==> config.mk <==
export PLATFORM = sky130hd
export DESIGN_NAME = rr_lock_arbiter
export DESIGN_NICKNAME = d
export VERILOG_FILES = /design/src/rtl/rr_lock_arbiter.sv
export SDC_FILE = /design/constraint.sdc
export NUM_CORES = 1
export LEC_CHECK = 0
export ABC_CLOCK_PERIOD_IN_PS = 4200
export CORE_AREA = 5 5 42 44
export CTS_CLUSTER_SIZE = 28
export DETAILED_ROUTE_END_ITERATION = 8
export DIE_AREA = 0 0 47 49
export HOLD_SLACK_MARGIN = 0.05
export PLACE_DENSITY = 0.72
export SLEW_MARGIN = 10
export SYNTH_ARGS = -nofsm -noshare
export SYNTH_HDL_FRONTEND = slang
export SYNTH_SLANG_ARGS = --single-unit
==> constraint.sdc <==
create_clock -name clock_reset -period 4.2 [get_ports clock_reset]
set_input_delay 0.84 -clock clock_reset [delete_from_list [all_inputs] [get_ports clock_reset]]
set_output_delay 0.84 -clock clock_reset [all_outputs]
set_load 0.02 [all_outputs]
Fig. 1: PDN straps and rails
Pins as bars on the die edge.
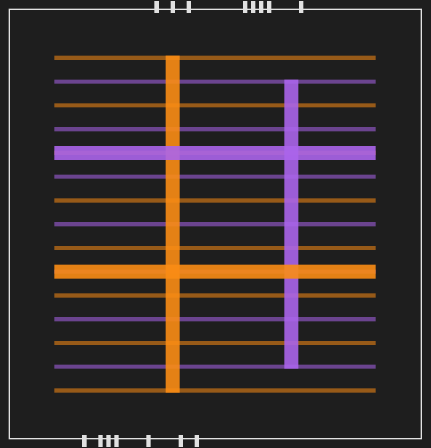
net	color
VDD	purple
VSS	orange
signal pins	15
met5 straps	2
met1 rails	15
rows	14
met4 straps	2
Core Region: 1401 sq um
chip width: 47 um
maximum VDD drop: 0.4054 mV
Die Span Y: 49 um

Fig. 2: sequential cells colored by netlist name
Other sequential cells in the stronger gray, the rest of the logic in the fainter gray.
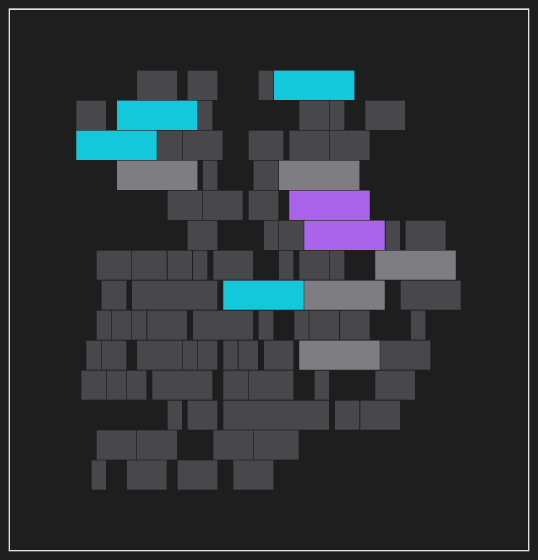
netlist name	color	flops
grant	cyan	4
grant_idx	purple	2
Seq power: 185 uW
Layout Utilization: 0.5821
fraction of area in registers: 0.2699
Reg area: 220.2 sq um

Fig. 3: gate families picked out
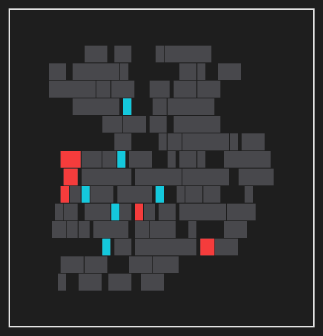
family	color	cells
NAND gates	red	5
inverters	cyan	6
Post-Layout Cell Count: 101
Commonest Layout Cell: clkdlybuf4s50_1
combinational share of cell area: 0.4340

Fig. 4: M1 wires
Supply wires on this layer in gray.
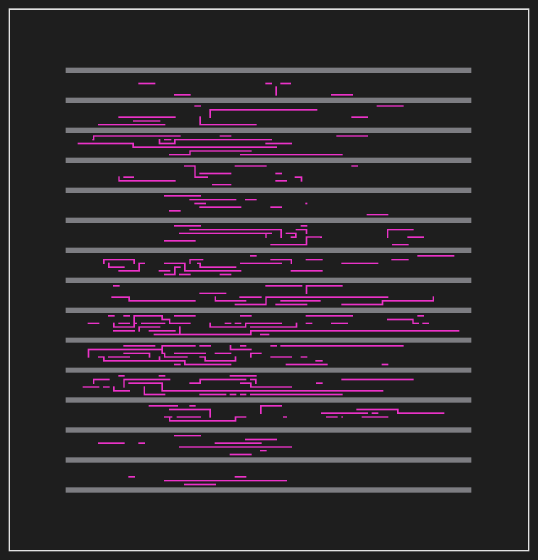
share of all routed wire	40%
main direction	horizontal
wire length on this layer	556 um
drt total wl: 1379 um
total number of vias: 555
met1 GRT Util: 0.1300

==> impl_metrics.json <==
{
  "outcome": "finished, final reports clean",
  "worst_slack_ns": 1.408,
  "crit_top_cell": "clkbuf_4",
  "power_density_nw_per_um2": 885.2,
  "worst_clock_skew_ns": 0.005167,
  "maxCapViolations": 0,
  "edf_count": 0,
  "final_cell_mix": "clkdlybuf4s50_1, dfxtp_1, clkbuf_4",
  "ys_seq_share": 0.3621,
  "p_sw_frac": 0.4046,
  "yosys.area.top_type_share": 0.3621,
  "whs_ns": 0.06738,
  "synthXorXnorAreaFrac": 0,
  "required_ns": 4.37,
  "antennaDiodeCount": 0,
  "top_cells_by_count": "dfxtp_1, nor2_1, inv_1",
  "synthDistinctLibCells": 32,
  "r2r_setup_slack_ns": 1.93,
  "finalClockPeriodUsage": 0.6647,
  "nFillCells": 131,
  "cpMaxStageDelayCell": "nor4_1",
  "setup_viol": 0,
  "syn_inst": 63,
  "synthesis.nets": 70,
  "leakage_nw": 0.3548,
  "cts_hold_buf": 0,
  "ys_cells": 63,
  "gp_congestion": 0.8418,
  "post_cts_buffers": 0,
  "dr.pass1.iters": 4,
  "hold_viol": 0,
  "area_growth_pct": 34.16,
  "rsz0062_at_grt": "no",
  "placed_cell_area_sq_um": 737.0,
  "design_area_sq_um": 815.8,
  "grt_max_degree": 9,
  "period_needed_ns": 2.792,
  "powerComb_uw": 300,
  "adder_share": 0.05556,
  "yosysChipArea_sq_um": 608.1,
  "p_comb_frac": 0.415,
  "yosysWarnings": 0,
  "worstHoldPathType": "clock port to register",
  "reg2regPathDepth": 7,
  "largest_reg_flops": 4,
  "top_cell": "dfxtp_1",
  "simple_gate_area_frac": 0.2140,
  "syn-cell-area_sq_um": 608.1,
  "cts_tree": "built",
  "async_flop_share": 0,
  "hpwl_um": 925.8,
  "area_leaders": "dfxtp_1, mux2i_1, nor2_1",
  "vias_per_cell": 5.495,
  "tightest_slew_ns": 0.7985,
  "cts_resized": 0,
  "fp_util": 0.4339,
  "hold_depth": 3,
  "slowest_delay_ns": 0.75,
  "clkLatencyLatePin_ns": 0.27,
  "synthMuxAreaShare": 0.1358,
  "worst-path-stages": 7,
  "path_class": "primary input to register",
  "drive_gt1_frac": 0.2000,
  "avgSynthCellArea_sq_um": 9.652,
  "p_int_uw": 430.0,
  "setup.worst_path.end_class": "register",
  "yosysTopAreaCell": "dfxtp_1",
  "drv_slew": 0,
  "path_clk_slew_ns": 0.07,
  "nNetsFinal": 91,
  "crit_chain": "clkdlybuf4s50_1 -> nor4_1 -> maj3_1 -> nor2_1 -> clkbuf_4 -> clkbuf_4 -> and3b_1",
  "routedWlPerCell_um": 13.65,
  "ff_type": "dfxtp_1",
  "fin_setup_tns_ns": 0,
  "crit_path_start_kind": "primary input",
  "slew_headroom": 0.4628,
  "power-top-group": "combinational logic",
  "ys_sh_aoi": 0.1708,
  "crit_family": "simple AND/OR/NAND/NOR gates",
  "powerClk_uw": 238,
  "portBuffers": 12,
  "ant_nets": 0,
  "antenna_found_initial": 0,
  "seqPwrFrac": 0.256,
  "drt_iter0_markers": 13,
  "path_buffers": 3,
  "switchingPower_uw": 292.1,
  "grt_pass1_vias": 616,
  "chip_area_sq_um": 2303,
  "ios": 15,
  "warnings": 36,
  "ys.flops": 11,
  "crit_fanout": 6,
  "drc": 0,
  "num_rows": 14,
  "logic_family": "simple AND/OR/NAND/NOR gates",
  "max_freq_ghz": 0.3582,
  "grt_pass1_wl_um": 2325,
  "grt_overflow": 0,
  "p_clk_frac": 0.329,
  "crit_arrival_ns": 2.96,
  "grt_usage": 0.1602,
  "place_ws_ns": 1.310
}
## layout make-up
class,instances,area [sq um],area share
Inverter,6,22.52,0.02761
Timing Repair Buffer,12,120.1,0.1472
Tap cell,16,20.02,0.02454
Multi-Input combinational cell,44,354.1,0.4340
Sequential cell,11,220.2,0.2699
Clock buffer,12,78.83,0.09663
## tightest hold or removal path, stage by stage
cell and delay [ns]:
clkbuf_4 0.11, clkbuf_4 0.14, nor2_1 0.04
## routing by layer
layer  part of all wire  global-route usage
met1               0.40              0.1300
met2               0.50              0.1765
met3              0.041              0.1550
met4              0.058              0.2212
met5                  0                   0
## stage by stage
step                      power [mW]    util  instances
after floorplan               0.4519       -         63
after global placement        0.5254  0.5259         89
after detailed placement      0.5293  0.5259         89
after CTS                     0.7330  0.5821        101
after global routing          0.7854  0.5821        101
final                         0.7221  0.5821        101
Power and IR drop assume default switching activity.
